**Run 1: cells coloured by class**

Fill, decap, tap and diode cells in grey.
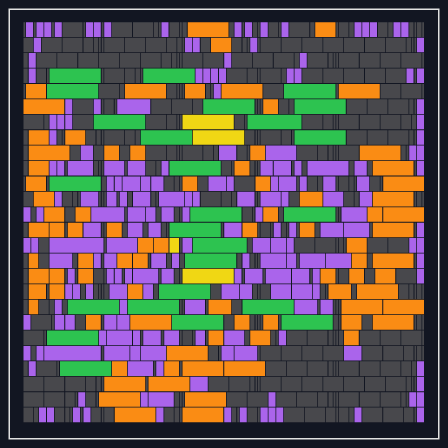
**Run 1: the metal 3 layer**

The bar under the picture is 20 um long.
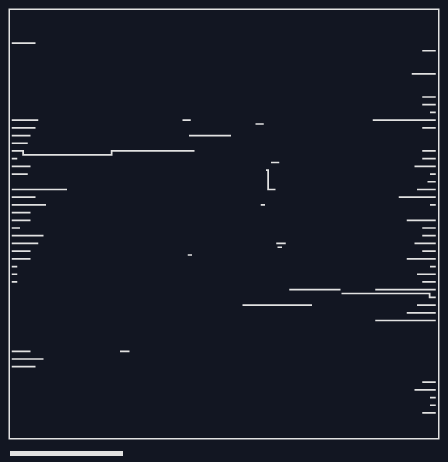
**Run 1: nets reached from selected ports**

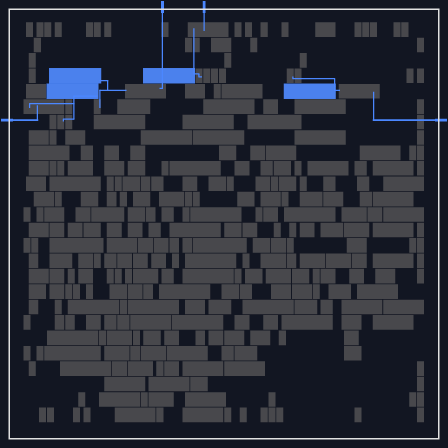
$ cat config.mk
export PLATFORM = sky130hd
export DESIGN_NAME = vector_exec_sequencer
export DESIGN_NICKNAME = d
export VERILOG_FILES = /design/src/rtl/vexec_seq_pkg.sv /design/src/rtl/lane_mask_gen.sv /design/src/rtl/vector_exec_sequencer.sv
export SDC_FILE = /design/constraint.sdc
export NUM_CORES = 1
export LEC_CHECK = 0
export ABC_AREA = 0
export CAP_MARGIN = 10
export CORE_MARGIN = 2
export CORE_UTILIZATION = 40
export CTS_BUF_LIST = sky130_fd_sc_hd__clkbuf_16
export DETAILED_ROUTE_END_ITERATION = 10
export PLACE_DENSITY = 0.84
export REMOVE_ABC_BUFFERS = 1
export SYNTH_ARGS = -nofsm -noshare
export SYNTH_HDL_FRONTEND = slang
export SYNTH_SLANG_ARGS = --single-unit
export TNS_END_PERCENT = 20
$ cat constraint.sdc
create_clock -name clk -period 1.75 [get_ports clk]
set_clock_uncertainty 0.2 [all_clocks]
set_input_delay 0.175 -clock clk [delete_from_list [all_inputs] [get_ports clk]]
set_output_delay 0.175 -clock clk [all_outputs]
set_load 0.1 [all_outputs]
$ cat src/rtl/vexec_seq_pkg.sv
// Shared types for the vector execute sequencer: the FSM state encoding
// and the bundle of Execute control bits carried unchanged on every beat.
package vexec_seq_pkg;

  localparam int ALU_CTRL_W = 4;

  typedef enum logic {
    IDLE  = 1'b0,
    ISSUE = 1'b1
  } vexec_state_t;

  typedef struct packed {
    logic [ALU_CTRL_W-1:0] aluControl;
    logic                  useInmediate;
    logic                  useScalarAlu;
    logic                  isScalarReg2;
  } exec_ctrl_t;

endpackage

$ cat src/rtl/lane_mask_gen.sv
// Lane-valid mask for one Execute beat. Scalar ops use lane 0 only; the
// final beat of a vector op with a partial tail enables only the low
// 'rem' lanes; every other beat enables all lanes.
module lane_mask_gen #(
  parameter int VECTOR_SIZE = 8,
  parameter int REM_W       = (VECTOR_SIZE > 1) ? $clog2(VECTOR_SIZE) : 1
) (
  input  logic [REM_W-1:0]       rem_i,
  input  logic                   is_last_i,
  input  logic                   is_scalar_i,
  output logic [VECTOR_SIZE-1:0] lane_mask_o
);

  // Select full, tail-partial or scalar-only mask
  always_comb begin
    lane_mask_o = '1;
    if (is_scalar_i) begin
      lane_mask_o = VECTOR_SIZE'(1);
    end else if (is_last_i && (rem_i != '0)) begin
      for (int i = 0; i < VECTOR_SIZE; i++) begin
        lane_mask_o[i] = (i < int'(rem_i));
      end
    end
  end

endmodule

$ cat src/rtl/vector_exec_sequencer.sv
// Strip-mining controller between issue and Execute. One accepted request
// is replayed to Execute as ceil(vlen/VECTOR_SIZE) beats (one beat for
// scalar ops), each carrying a chunk index, a lane mask and the latched
// control bits. Owns no datapath.
//
// Optional feature: define VEXEC_SEQ_PERF_EN to build the 32-bit beat and
// stall performance counters; otherwise perf_beats/perf_stalls read 0.
module vector_exec_sequencer
  import vexec_seq_pkg::*;
#(
  parameter int VECTOR_SIZE = 8,
  parameter int LEN_W       = 8,
  parameter int IDX_W       = LEN_W - $clog2(VECTOR_SIZE) + 1
) (
  input  logic                   clk,
  input  logic                   rst_n,
  input  logic                   flush,
  input  logic                   req_valid,
  output logic                   req_ready,
  input  logic [ALU_CTRL_W-1:0]  req_aluControl,
  input  logic                   req_useInmediate,
  input  logic                   req_useScalarAlu,
  input  logic                   req_isScalarReg2,
  input  logic [LEN_W-1:0]       req_vlen,
  output logic                   exe_valid,
  input  logic                   exe_ready,
  output logic [ALU_CTRL_W-1:0]  aluControl,
  output logic                   useInmediate,
  output logic                   useScalarAlu,
  output logic                   isScalarReg2,
  output logic [IDX_W-1:0]       chunk_idx,
  output logic [VECTOR_SIZE-1:0] lane_mask,
  output logic                   first,
  output logic                   last,
  output logic                   busy,
  output logic                   done,
  output logic [31:0]            perf_beats,
  output logic [31:0]            perf_stalls
);

  localparam int SH    = $clog2(VECTOR_SIZE);
  localparam int REM_W = (VECTOR_SIZE > 1) ? SH : 1;

  vexec_state_t     state_q;
  exec_ctrl_t       ctrl_q;
  logic [IDX_W-1:0] cnt_q;
  logic [IDX_W-1:0] last_idx_q;
  logic [REM_W-1:0] rem_q;
  logic             done_q;
  logic             alive_q;

  exec_ctrl_t       ctrl_d;
  logic [LEN_W:0]   vlen_ceil_d;
  logic [LEN_W:0]   nbeats_raw_d;
  logic [IDX_W-1:0] nbeats_d;
  logic [REM_W-1:0] rem_d;

  logic in_issue;
  logic req_fire;
  logic beat_fire;
  logic on_last;
  logic [VECTOR_SIZE-1:0] mask_raw;

  // Request-side decode: beat count rounded up, scalar ops forced to one beat
  assign ctrl_d       = '{aluControl:   req_aluControl,
                          useInmediate: req_useInmediate,
                          useScalarAlu: req_useScalarAlu,
                          isScalarReg2: req_isScalarReg2};
  assign vlen_ceil_d  = {1'b0, req_vlen} + (LEN_W+1)'(VECTOR_SIZE - 1);
  assign nbeats_raw_d = vlen_ceil_d >> SH;
  assign nbeats_d     = req_useScalarAlu ? IDX_W'(1) : IDX_W'(nbeats_raw_d);
  assign rem_d        = req_vlen[REM_W-1:0];

  // alive_q keeps req_ready low while reset is held and for the release cycle
  assign in_issue  = (state_q == ISSUE);
  assign req_ready = alive_q && !in_issue && !flush;
  assign req_fire  = req_valid && req_ready;
  assign beat_fire = in_issue && exe_ready;
  assign on_last   = (cnt_q == last_idx_q);

  // Sequencer FSM: accept in IDLE, step through beats in ISSUE
  always_ff @(posedge clk or negedge rst_n) begin
    if (!rst_n) begin
      state_q    <= IDLE;
      ctrl_q     <= '0;
      cnt_q      <= '0;
      last_idx_q <= '0;
      rem_q      <= '0;
      done_q     <= 1'b0;
      alive_q    <= 1'b0;
    end else begin
      alive_q <= 1'b1;
      done_q  <= 1'b0;
      case (state_q)
        IDLE: begin
          if (req_fire) begin
            ctrl_q     <= ctrl_d;
            cnt_q      <= '0;
            rem_q      <= rem_d;
            last_idx_q <= nbeats_d - IDX_W'(1);
            if (nbeats_d == '0) begin
              done_q <= 1'b1;
            end else begin
              state_q <= ISSUE;
            end
          end
        end
        ISSUE: begin
          if (flush) begin
            state_q <= IDLE;
          end else if (exe_ready) begin
            cnt_q <= cnt_q + IDX_W'(1);
            if (on_last) begin
              state_q <= IDLE;
              done_q  <= 1'b1;
            end
          end
        end
        default: state_q <= IDLE;
      endcase
    end
  end

  lane_mask_gen #(
    .VECTOR_SIZE (VECTOR_SIZE),
    .REM_W       (REM_W)
  ) u_lane_mask_gen (
    .rem_i       (rem_q),
    .is_last_i   (on_last),
    .is_scalar_i (ctrl_q.useScalarAlu),
    .lane_mask_o (mask_raw)
  );

  // Beat outputs are decoded from registered state and zero outside ISSUE
  assign exe_valid    = in_issue;
  assign busy         = in_issue;
  assign done         = done_q;
  assign chunk_idx    = in_issue ? cnt_q : '0;
  assign lane_mask    = in_issue ? mask_raw : '0;
  assign first        = in_issue && (cnt_q == '0);
  assign last         = in_issue && on_last;
  assign aluControl   = ctrl_q.aluControl;
  assign useInmediate = ctrl_q.useInmediate;
  assign useScalarAlu = ctrl_q.useScalarAlu;
  assign isScalarReg2 = ctrl_q.isScalarReg2;

`ifdef VEXEC_SEQ_PERF_EN
  logic [31:0] perf_beats_q;
  logic [31:0] perf_stalls_q;

  // Free-running counters; only rst_n clears them, flush does not
  always_ff @(posedge clk or negedge rst_n) begin
    if (!rst_n) begin
      perf_beats_q  <= '0;
      perf_stalls_q <= '0;
    end else begin
      if (beat_fire) begin
        perf_beats_q <= perf_beats_q + 32'd1;
      end
      if (in_issue && !exe_ready) begin
        perf_stalls_q <= perf_stalls_q + 32'd1;
      end
    end
  end

  assign perf_beats  = perf_beats_q;
  assign perf_stalls = perf_stalls_q;
`else
  assign perf_beats  = '0;
  assign perf_stalls = '0;
`endif

endmodule

==> flow_summary.html, run 1 <==
<h2>Synthesis and place &amp; route</h2>
<table>
<tr><th>Metric</th><th>Value</th></tr>
<tr><th colspan="2">Status</th></tr>
<tr><td>Outcome</td><td>finished with violations</td></tr>
<tr><td>Violations in the final reports</td><td>setup timing</td></tr>
<tr><th colspan="2">Final layout</th></tr>
<tr><td>Footprint of the flip-flops and latches</td><td>628 sq um</td></tr>
<tr><td>Number of multi-input logic gates</td><td>192</td></tr>
<tr><td>Final non-filler cell total</td><td>381</td></tr>
<tr><td>Number of fill cells in the layout</td><td>420</td></tr>
<tr><th colspan="2">Final timing</th></tr>
<tr><td>PnR worst setup slack</td><td>-0.315 ns</td></tr>
<tr><td>Number of failing setup endpoints in the final timing report</td><td>10</td></tr>
<tr><td>Worst hold margin</td><td>0.0591 ns</td></tr>
<tr><td>Setup repair after global routing missed its margin</td><td>true</td></tr>
<tr><th colspan="2">Drt</th></tr>
<tr><td>DR vias/cell</td><td>4.42</td></tr>
<tr><td>Residual DRC count</td><td>0</td></tr>
<tr><td>Total number of vias</td><td>~1700</td></tr>
<tr><td>Post-DRT Antenna Nets</td><td>0</td></tr>
<tr><th colspan="2">Clock network</th></tr>
<tr><td>Total clock sinks</td><td>25</td></tr>
<tr><td>Number of buffers created by CTS</td><td>3</td></tr>
<tr><td>Root buffer cell</td><td>sky130_fd_sc_hd__clkbuf_16</td></tr>
<tr><th colspan="2">Critical path</th></tr>
<tr><td>Kind of start point of the critical path</td><td>flip-flop</td></tr>
<tr><td>Cells traversed along the worst timing path</td><td>or4b_1, nor3b_2, buf_4, buf_12</td></tr>
<tr><th colspan="2">Floorplan</th></tr>
<tr><td>Die footprint</td><td>5710 sq um</td></tr>
<tr><th colspan="2">Run</th></tr>
<tr><td>MaxCap Viol Count</td><td>0</td></tr>
<tr><td>Stage-log warning count</td><td>29</td></tr>
<tr><th colspan="2">Yosys</th></tr>
<tr><td>Area fraction of the dominant cell type after synthesis</td><td>30.6%</td></tr>
<tr><td>MUX area fraction</td><td>0.550%</td></tr>
<tr><th colspan="2">Global route</th></tr>
<tr><td>Leftover overflow at the end of global routing</td><td>0</td></tr>
</table>
-- 'cells coloured by class' (at the start) --
Orange marks remaining buffers and delay cells, cells 83, share of their area 34%. Yellow marks clock drivers and dummy loads, cells 4, share of their area 2.7%. Green marks registers, cells 25, share of their area 21%. Purple marks remaining logic cells, cells 199, share of their area 42%.
area of the placeable core: 5010 sq um
post-route cell area: 3030 sq um
total number of placement rows: 26
core utilization of the finished layout: 60.4%
share of the final layout cell area in sequential cells: 20.8%

-- 'the metal 3 layer' (at the start) --
The layer holds 6.4% of the routed length. The layer carries 276 um of wire.

-- 'nets reached from selected ports' (at the start) --
Blue marks `aluControl`, bits 4, direction output, edge 2 top, 1 right, 1 left, end cells 4, buffers 4, wire 90.0 um.
PortBufs: 46
ports placed on the boundary: 111

[run 1: report_power, final]
part / leakage (nW) / switching (mW) / internal [mW]
combinational: 1.09 / 1.43 / 0.549
sequential: 0.318 / 0.0875 / 0.671
clock: 0.0409 / 0.196 / 0.308
[run 1: layout by cell type, fill, tap and decap left out, drive strengths merged, types with 2 or more instances in the layout]
master         netlist  final
ha                   4      4
a211oi               2      2
a41o                 2      2
nor3                 2      2
a32o                 4      4
and2                 7      7
inv                  7      7
nor2                11     11
xor2                 9      9
dfrtp               25     25
nor4                 2      2
nand2               35     35
nor3b                2      2
o21ai                7      7
xnor2                5      5
nand3                2      2
or3                  3      3
a31oi                8      8
buf                 73     66
nor2b                2      2
clkbuf               2      3
o31ai                2      2
conb                 2     65
clkdlybuf4s50        0     15
[run 1: final timing paths]
path	start	endpoint	cells past startpoint
worst max-delay path	cnt_q[3]$_DFFE_PN0P_	first	4
worst min-delay path	req_vlen[0]	rem_q[0]$_DFFE_PN0P_	4
worst max register to register	busy$_DFF_PN0_	last_idx_q[4]$_DFFE_PN0P_	5
worst min register to register	last_idx_q[0]$_DFFE_PN0P_	last_idx_q[0]$_DFFE_PN0P_	2
max in group asynchronous	rst_n	busy$_DFF_PN0_	2
min in group asynchronous	rst_n	alive_q$_DFF_PN0_	2
[run 1: Yosys cell counts, drive strengths merged (2+ instances only)]
| cell | count |
|---|---|
| inv | 7 |
| ha | 4 |
| nor2b | 2 |
| nand2 | 35 |
| a41o | 2 |
| conb | 2 |
| a31oi | 8 |
| clkbuf | 2 |
| xnor2 | 5 |
| a32o | 4 |
| nand3 | 2 |
| dfrtp | 25 |
| buf | 73 |
| xor2 | 9 |
| o21ai | 7 |
| or3 | 3 |
| nor4 | 2 |
| and2 | 7 |
| nor3b | 2 |
| o31ai | 2 |
| nor2 | 11 |
| nor3 | 2 |
| a211oi | 2 |
[run 1: per-stage QoR]
stage	power (mW)	instance area, sq um	TNS (ns)	util, %
finish	3.25	3030	-2.71	60.4
global route	3.39	3030	-3.75	60.4
CTS	3.25	3010	-2.83	60.1
detailed placement	2.67	2830	-4.12	56.5
global placement	2.65	2830	-3.38	56.5
floorplan	2.11	1750	-83.37	-
[run 1: state kept, by name (all words and copies together), names as in the netlist]
signal,flops
cnt_q,6
last_idx_q,6
aluControl,4
rem_q,3
alive_q,1
busy,1
done,1
isScalarReg2,1
useInmediate,1
useScalarAlu,1
[run 1: worst register-to-register path: stages, from the launching register on]
cell	delay [ns]
sky130_fd_sc_hd__dfrtp_2	0.44
sky130_fd_sc_hd__buf_6	0.15
sky130_fd_sc_hd__and4bb_2	0.37
sky130_fd_sc_hd__o21ai_0	0.11
sky130_fd_sc_hd__a221oi_1	0.23
sky130_fd_sc_hd__a311oi_1	0.07
[run 1: per-layer routing]
metal / GRT usage (%) / wire length (um) / up-vias
li1: - / - / 810
met1: 18.3 / 1650 / 790
met2: 30.0 / 2350 / 78
met3: 2.38 / 275 / 7
met4: 3.70 / 53 / 0
met5: 0 / 0 / -
[run 1: what timing repair did]
action | in CTS | in global routing
buffers inserted | 1 | 0
gates resized | 30 | 6
pin swaps | 9 | 4
endpoints found under the setup margin | 17 | 20
cloned | 1 | 0
hold buffers | 0 | 0
**Run 1: placed standard cells**

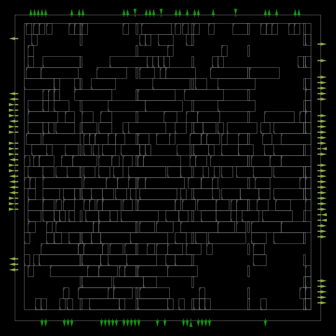

==> run 2, diff against run 1 <==
- CAP_MARGIN: 10 -> 20
- CORE_MARGIN: 2 -> 4
**Run 2: placed standard cells**

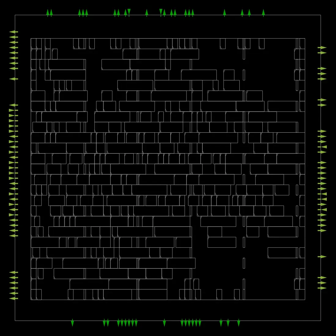
total number of placement rows: 25
final non-filler cell total: 387
Taps Inserted: 67
share of the final layout cell area in sequential cells: 19.7%

**Run 2: cells coloured by class**

Fill, decap, tap and diode cells in grey.
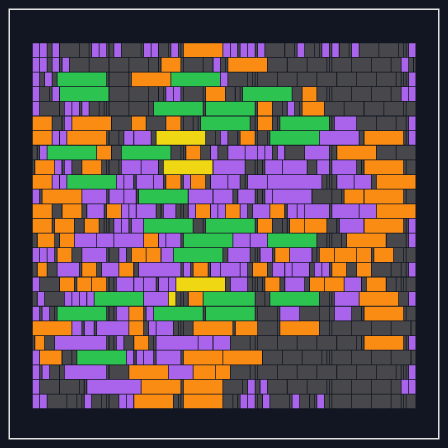
Orange marks remaining buffers and delay cells, cells 92, share of their area 35%. Yellow marks clock drivers and dummy loads, cells 4, share of their area 2.5%. Purple marks remaining logic cells, cells 199, share of their area 42%. Green marks registers, cells 25, share of their area 20%.

==> run 2 against run 1 <==
The flow still finishes with violations (setup timing); sequential share of layout area decreased by 1.0 points; worst setup slack got worse by 0.089 ns; total power increased by 2.6%; first-iteration DRC count decreased by 32%; register-to-register slack got worse by 0.06 ns; critical endpoint unchanged; largest power group unchanged.
==> flow_summary.html, run 2 <==
<h2>Synthesis and place &amp; route</h2>
<table>
<tr><th>Metric</th><th>Value</th></tr>
<tr><th colspan="2">Clock network</th></tr>
<tr><td>Count of hold buffers inserted by post-cts repair</td><td>0 (unchanged)</td></tr>
<tr><td>Root buffer cell</td><td>sky130_fd_sc_hd__clkbuf_16</td></tr>
<tr><td>Number of buffers created by CTS</td><td>3 (unchanged)</td></tr>
<tr><td>Total clock sinks</td><td>25 (unchanged)</td></tr>
<tr><th colspan="2">Final layout</th></tr>
<tr><td>Top Layout Cells</td><td>sky130_fd_sc_hd__conb_1, sky130_fd_sc_hd__buf_4, sky130_fd_sc_hd__nand2_1, sky130_fd_sc_hd__buf_12, sky130_fd_sc_hd__dfrtp_1</td></tr>
<tr><th colspan="2">Drt</th></tr>
<tr><td>Post-DRT Antenna Nets</td><td>0 (unchanged)</td></tr>
<tr><td>DR vias/cell</td><td>4.54 (+2.7%)</td></tr>
<tr><td>Residual DRC count</td><td>0 (unchanged)</td></tr>
<tr><td>Total number of vias</td><td>1757 (+4.3%)</td></tr>
<tr><th colspan="2">Yosys</th></tr>
<tr><td>Commonest cells in the synthesized netlist</td><td>sky130_fd_sc_hd__buf_4, sky130_fd_sc_hd__nand2_1, sky130_fd_sc_hd__dfrtp_1</td></tr>
<tr><td>Area fraction of the dominant cell type after synthesis</td><td>30.6% (unchanged)</td></tr>
<tr><td>Top-count cell post-synth</td><td>sky130_fd_sc_hd__buf_4</td></tr>
<tr><td>Yosys synthesis chip area</td><td>2050 sq um</td></tr>
<tr><th colspan="2">Status</th></tr>
<tr><td>Violations in the final reports</td><td>setup timing</td></tr>
<tr><td>Outcome</td><td>finished with violations</td></tr>
<tr><th colspan="2">Critical path</th></tr>
<tr><td>Reg2Reg Capture Point</td><td>cnt_q[5]$_DFFE_PN0P_</td></tr>
<tr><td>Worst reg2reg path depth</td><td>5 (unchanged)</td></tr>
<tr><th colspan="2">Final timing</th></tr>
<tr><td>Setup repair after global routing missed its margin</td><td>true</td></tr>
<tr><td>Number of failing setup endpoints in the final timing report</td><td>11 (+1)</td></tr>
<tr><td>Slew @ Worst Pin</td><td>0.519 ns</td></tr>
<tr><td>PnR worst setup slack</td><td>-0.404 ns (-0.0892 ns)</td></tr>
<tr><th colspan="2">Floorplan</th></tr>
<tr><td>Ports placed on the boundary</td><td>111 (unchanged)</td></tr>
<tr><td>Area of the placeable core</td><td>4850 sq um (-3.2%)</td></tr>
<tr><td>Overall die width</td><td>79.5 um</td></tr>
<tr><th colspan="2">Global route</th></tr>
<tr><td>Leftover overflow at the end of global routing</td><td>0 (unchanged)</td></tr>
<tr><th colspan="2">Run</th></tr>
<tr><td>Stage-log warning count</td><td>29 (unchanged)</td></tr>
<tr><td>MaxCap Viol Count</td><td>0 (unchanged)</td></tr>
<tr><th colspan="2">Place</th></tr>
<tr><td>PortBufs</td><td>46 (unchanged)</td></tr>
<tr><th colspan="2">Min path</th></tr>
<tr><td>Min-Delay Endpoint</td><td>rem_q[2]$_DFFE_PN0P_</td></tr>
<tr><td>Hold depth</td><td>4 (unchanged)</td></tr>
<tr><td>Launch point of the worst hold path</td><td>req_vlen[2]</td></tr>
</table>
==> run 2: cell counts after synthesis <==
No cell type changed its count.
==> run 2: logic make-up after synthesis <==
| family | Yosys count | share of synthesized area [%] |
|---|---|---|
| buf+inv | 82 | 27.4 |
| simple gates | 74 | 18.9 |
| compound gates | 34 | 13.8 |
| flops | 25 | 30.6 |
| xor+xnor | 14 | 5.99 |
| fa+ha+maj | 4 | 2.45 |
| other cells | 2 | 0.367 |
| mux | 1 | 0.550 |
==> run 2: worst max-delay path by stage <==
stage | start | to | slack [ns] | depth (start not counted)
2_1_floorplan | busy$_DFF_PN0_ | first | -3.67 | 2
3_3_place_gp | req_vlen[1] | last_idx_q[4]$_DFFE_PN0P_ | -0.61 | 9
3_5_place_dp | req_vlen[1] | last_idx_q[4]$_DFFE_PN0P_ | -0.77 | 9
4_1_cts | cnt_q[5]$_DFFE_PN0P_ | first | -0.44 | 5
5_1_grt | cnt_q[3]$_DFFE_PN0P_ | first | -0.47 | 5
6_report | cnt_q[3]$_DFFE_PN0P_ | first | -0.40 | 5
==> run 2: layout make-up <==
type	instances	area, sq um
well taps	67	83.8
clock buffers	3	75.1
flip-flops and latches	25	627
clock inverters	1	3.75
inverters	7	26.3
multi-input cells	192	1270
repair buffers	92	1080
fillers	374	1670
==> run 2: critical path, stage by stage, from the launching register on <==
cell and delay [ns]:
sky130_fd_sc_hd__dfrtp_1 0.43, sky130_fd_sc_hd__buf_4 0.16, sky130_fd_sc_hd__or4b_4 0.47, sky130_fd_sc_hd__nor3b_2 0.16, sky130_fd_sc_hd__buf_4 0.14, sky130_fd_sc_hd__buf_12 0.16
==> run 2: per-stage QoR <==
step	setup TNS (ns)	total power [mW]	utilization [%]	instance area (sq um)	hold WS [ns]
after floorplan	-83.37	2.11	-	1750	-0.321
after CTS	-3.67	3.25	62.8	3040	0.0484
after global placement	-3.38	2.67	59.4	2880	0.287
final	-3.15	3.33	65.5	3180	0.0517
after global routing	-4.07	3.46	65.5	3180	0.0719
after detailed placement	-4.62	2.71	59.4	2880	0.307
==> run 2: timing repair <==
action	CTS	global route
gates cloned	0	1
endpoints found under the setup margin	23	17
resized	34	20
pin swaps	8	6
buffers inserted	1	2
==> run 2: routing by layer <==
layer	GRT usage (%)	part of all wire [%]	vias up
met2	29.3	54	82
li1	-	-	831
met4	3.09	0.95	0
met1	17.5	37	837
met5	0	0	-
met3	3.16	8.0	7
==> run 2: power breakdown <==
group          internal, mW  switching [mW]
registers             0.671          0.0826
logic                 0.587            1.49
clock network         0.305           0.193
total                  1.56            1.77
**Run 2: signal wires on met2**

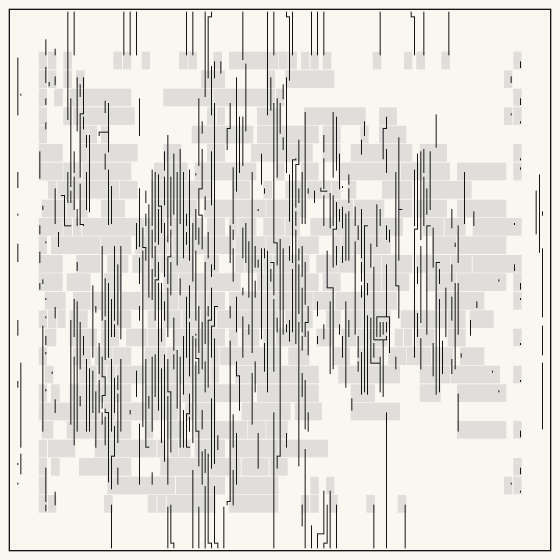

==> run 3, diff against run 2 <==
- RECOVER_POWER: not set -> 50
**Run 3: signal wires on met2**

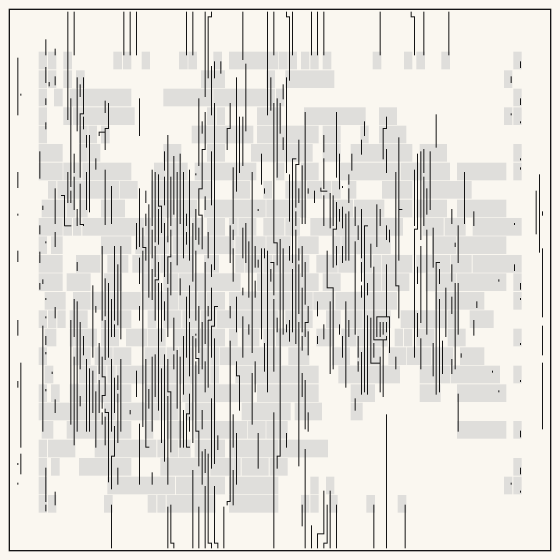
The layer holds 54% of the routed length. The wires run mostly vertical. The layer carries 2660 um of wire. The longest straight run is 31.9 um.
detailed-route wire length: 4950 um
total number of vias: 1759
met2 track utilization from global routing: 29.3%

**Run 3: cells coloured by class**

Fill, decap, tap and diode cells in grey.
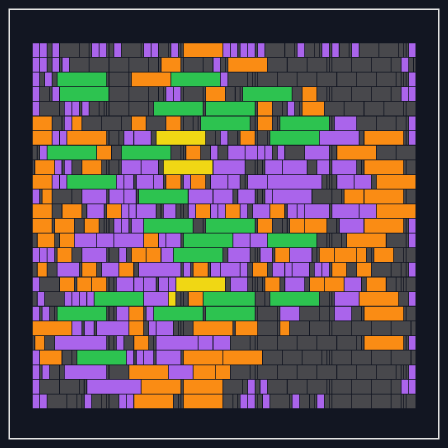
core utilization of the finished layout: 64.5%
post-route cell area: 3130 sq um
share of the final layout cell area in sequential cells: 20.0%
area of the placeable core: 4850 sq um

==> run 3 against run 2 <==
The run still ends with setup timing left; synthesized cell count unchanged; utilization decreased by 0.98 points; global-route usage unchanged; non-clock buffer count unchanged; worst hold slack about the same; first-iteration DRC count increased by 29%; clock power about the same; sequential power decreased by 0.8%; cell area decreased by 1.5%; die area unchanged; register-to-register slack about the same; critical endpoint unchanged.
==> flow_summary.html, run 3 <==
<h2>Synthesis and place &amp; route</h2>
<table>
<tr><th>Metric</th><th>Value</th></tr>
<tr><th colspan="2">Critical path</th></tr>
<tr><td>Cell at the slowest stage of the critical path</td><td>sky130_fd_sc_hd__or4b_4</td></tr>
<tr><td>Worst path buffer plus inverter count</td><td>3 (unchanged)</td></tr>
<tr><td>Family with the most delay on the worst path</td><td>simple AND/OR/NAND/NOR gates</td></tr>
<tr><td>Most used cell along the critical path</td><td>sky130_fd_sc_hd__buf_4</td></tr>
<tr><td>Delay contributed by the slowest stage of the critical path</td><td>0.47 ns (about the same)</td></tr>
<tr><td>Worst endpoint required time</td><td>roughly 1.4 ns</td></tr>
<tr><td>Cells traversed along the worst timing path</td><td>buf_4, or4b_4, nor3b_2, buf_4, buf_12</td></tr>
<tr><th colspan="2">Floorplan</th></tr>
<tr><td>Total number of placement rows</td><td>25 (unchanged)</td></tr>
<tr><td>Ports placed on the boundary</td><td>111 (unchanged)</td></tr>
<tr><td>Overall die width</td><td>79.5 um (unchanged)</td></tr>
<tr><th colspan="2">Yosys</th></tr>
<tr><td>Area fraction of the dominant cell type after synthesis</td><td>30.6% (unchanged)</td></tr>
<tr><td>Xor-xnor portion of the synthesized cell area</td><td>5.99% (unchanged)</td></tr>
<tr><td>Post-synthesis simple-gate area fraction</td><td>18.9% (unchanged)</td></tr>
<tr><td>Adder-cell area share of the yosys netlist</td><td>2.44% (unchanged)</td></tr>
<tr><td>Synth logic family</td><td>buffers and inverters</td></tr>
<tr><td>Synth top area cells</td><td>sky130_fd_sc_hd__dfrtp_1, sky130_fd_sc_hd__buf_4, sky130_fd_sc_hd__nand2_1</td></tr>
<tr><td>Yosys synthesis chip area</td><td>2050 sq um (unchanged)</td></tr>
<tr><td>Area share of and-or/or-and cells after synthesis</td><td>13.8% (unchanged)</td></tr>
<tr><td>Part of the Yosys area used for sequential elements</td><td>between 30 and 40%</td></tr>
<tr><td>Top-count cell post-synth</td><td>sky130_fd_sc_hd__buf_4</td></tr>
<tr><td>Number of standard cells after synthesis</td><td>236</td></tr>
<tr><td>Commonest cells in the synthesized netlist</td><td>sky130_fd_sc_hd__buf_4, sky130_fd_sc_hd__nand2_1, sky130_fd_sc_hd__dfrtp_1</td></tr>
<tr><td>MUX area fraction</td><td>0.550% (unchanged)</td></tr>
<tr><th colspan="2">Global route</th></tr>
<tr><td>Leftover overflow at the end of global routing</td><td>0 (unchanged)</td></tr>
<tr><th colspan="2">Drt</th></tr>
<tr><td>DR vias/cell</td><td>4.55 (+0.11%)</td></tr>
<tr><td>Residual DRC count</td><td>0 (unchanged)</td></tr>
<tr><td>Post-DRT Antenna Nets</td><td>0 (unchanged)</td></tr>
<tr><th colspan="2">Final layout</th></tr>
<tr><td>Final non-filler cell total</td><td>387 (unchanged)</td></tr>
<tr><td>Top Layout Cells</td><td>sky130_fd_sc_hd__conb_1, sky130_fd_sc_hd__buf_4, sky130_fd_sc_hd__nand2_1, sky130_fd_sc_hd__dfrtp_1, sky130_fd_sc_hd__buf_12</td></tr>
<tr><td>Antenna diode count</td><td>0</td></tr>
<tr><th colspan="2">Run</th></tr>
<tr><td>MaxCap Viol Count</td><td>0 (unchanged)</td></tr>
<tr><td>Stage-log warning count</td><td>29 (unchanged)</td></tr>
<tr><th colspan="2">Final timing</th></tr>
<tr><td>Max Clock Freq</td><td>0.464 GHz</td></tr>
<tr><td>Slew @ Worst Pin</td><td>0.636 ns (+0.118 ns)</td></tr>
<tr><td>PnR worst setup slack</td><td>-0.404 ns (+0.000523 ns)</td></tr>
<tr><td>Final Cycle Share</td><td>123%</td></tr>
<tr><td>Setup repair after global routing missed its margin</td><td>true</td></tr>
<tr><td>Number of failing setup endpoints in the final timing report</td><td>11 (unchanged)</td></tr>
<tr><td>Worst-case headroom to the max-slew limit</td><td>roughly 58%</td></tr>
<tr><td>Min Clock Period, post-route</td><td>2.15 ns</td></tr>
<tr><th colspan="2">Clock network</th></tr>
<tr><td>Root buffer cell</td><td>sky130_fd_sc_hd__clkbuf_16</td></tr>
<tr><td>Total clock sinks</td><td>25 (unchanged)</td></tr>
<tr><td>Count of hold buffers inserted by post-cts repair</td><td>0 (unchanged)</td></tr>
<tr><td>Number of buffers created by CTS</td><td>3 (unchanged)</td></tr>
<tr><th colspan="2">Pwr</th></tr>
<tr><td>Total power</td><td>3.29 mW (-1.1%)</td></tr>
<tr><th colspan="2">Place</th></tr>
<tr><td>Area after DPL</td><td>2880 sq um (unchanged)</td></tr>
<tr><td>Placer congestion estimate</td><td>0.821</td></tr>
<tr><td>PortBufs</td><td>46 (unchanged)</td></tr>
<tr><th colspan="2">Status</th></tr>
<tr><td>Violations in the final reports</td><td>setup timing</td></tr>
<tr><td>Outcome</td><td>finished with violations</td></tr>
</table>
==> run 3: cell counts after synthesis <==
No cell type changed its count.
==> run 3: layer usage <==
layer | GRT usage (%) | vias up | part of all wire (%)
li1 | - | 832 | -
met1 | 17.5 | 838 | 37
met2 | 29.3 | 82 | 54
met3 | 3.16 | 7 | 7.9
met4 | 3.09 | 0 | 0.95
met5 | 0 | - | 0
==> run 3: what timing repair did <==
action,in CTS,in global routing
endpoints found under the setup margin,23,17
pin swaps,8,6
buffers inserted,1,2
cloned,0,1
gates resized,34,20
==> run 3: final cells by class <==
class / instances / area, sq um
Timing Repair Buffer: 92 / 1040
Clock inverter: 1 / 3.75
Sequential cell: 25 / 627
Multi-Input combinational cell: 192 / 1270
Clock buffer: 3 / 75.1
Fill cell: 380 / 1720
Inverter: 7 / 26.3
Tap cell: 67 / 83.8
==> run 3: cells by family (layout without fill, tap and decap cells) <==
family | after synthesis | in the layout
adders and majority gates | 4 | 4
AOI/OAI and AO/OA | 34 | 34
muxes | 1 | 1
DFF | 25 | 25
xor gates and xnor gates | 14 | 14
buffers and inverters | 82 | 103
other | 2 | 65
and+or+nand+nor | 74 | 74
==> run 3: power by group <==
part | internal (mW) | switching [mW]
Sequential | 0.671 | 0.0771
Combinational | 0.555 | 1.49
Clock | 0.305 | 0.193
Total | 1.53 | 1.76
==> run 3: path summary, 6_finish.rpt <==
kind,to,slack [ns],startpoint,cells after the start
worst max-delay path,first,-0.40,cnt_q[3]$_DFFE_PN0P_,5
worst min-delay path,rem_q[2]$_DFFE_PN0P_,0.05,req_vlen[2],4
worst max register to register,cnt_q[5]$_DFFE_PN0P_,0,busy$_DFF_PN0_,5
worst min register to register,isScalarReg2$_DFFE_PN0P_,0.29,isScalarReg2$_DFFE_PN0P_,2
max in group asynchronous,busy$_DFF_PN0_,0.63,rst_n,2
min in group asynchronous,cnt_q[0]$_DFFE_PN0P_,0.27,rst_n,2
==> run 3: metrics by stage <==
| step | hold WS [ns] | worst slack (ns) | TNS [ns] | utilization (%) |
|---|---|---|---|---|
| floorplan | -0.321 | -3.67 | -83.37 | - |
| finish | 0.0516 | -0.404 | -3.15 | 64.5 |
| global placement | 0.287 | -0.605 | -3.38 | 59.4 |
| CTS | 0.0484 | -0.444 | -3.67 | 62.8 |
| detailed placement | 0.307 | -0.775 | -4.62 | 59.4 |
| global route | 0.0719 | -0.472 | -4.07 | 64.5 |
==> run 3: worst register-to-register path, stage by stage (launching register included) <==
cell,delay [ns]
sky130_fd_sc_hd__dfrtp_2,0.45
sky130_fd_sc_hd__buf_6,0.16
sky130_fd_sc_hd__nand3b_4,0.19
sky130_fd_sc_hd__a211oi_4,0.31
sky130_fd_sc_hd__a31oi_1,0.12
sky130_fd_sc_hd__a41o_1,0.22
Power figures rest on the tool's default switching activity, not on a simulated workload.
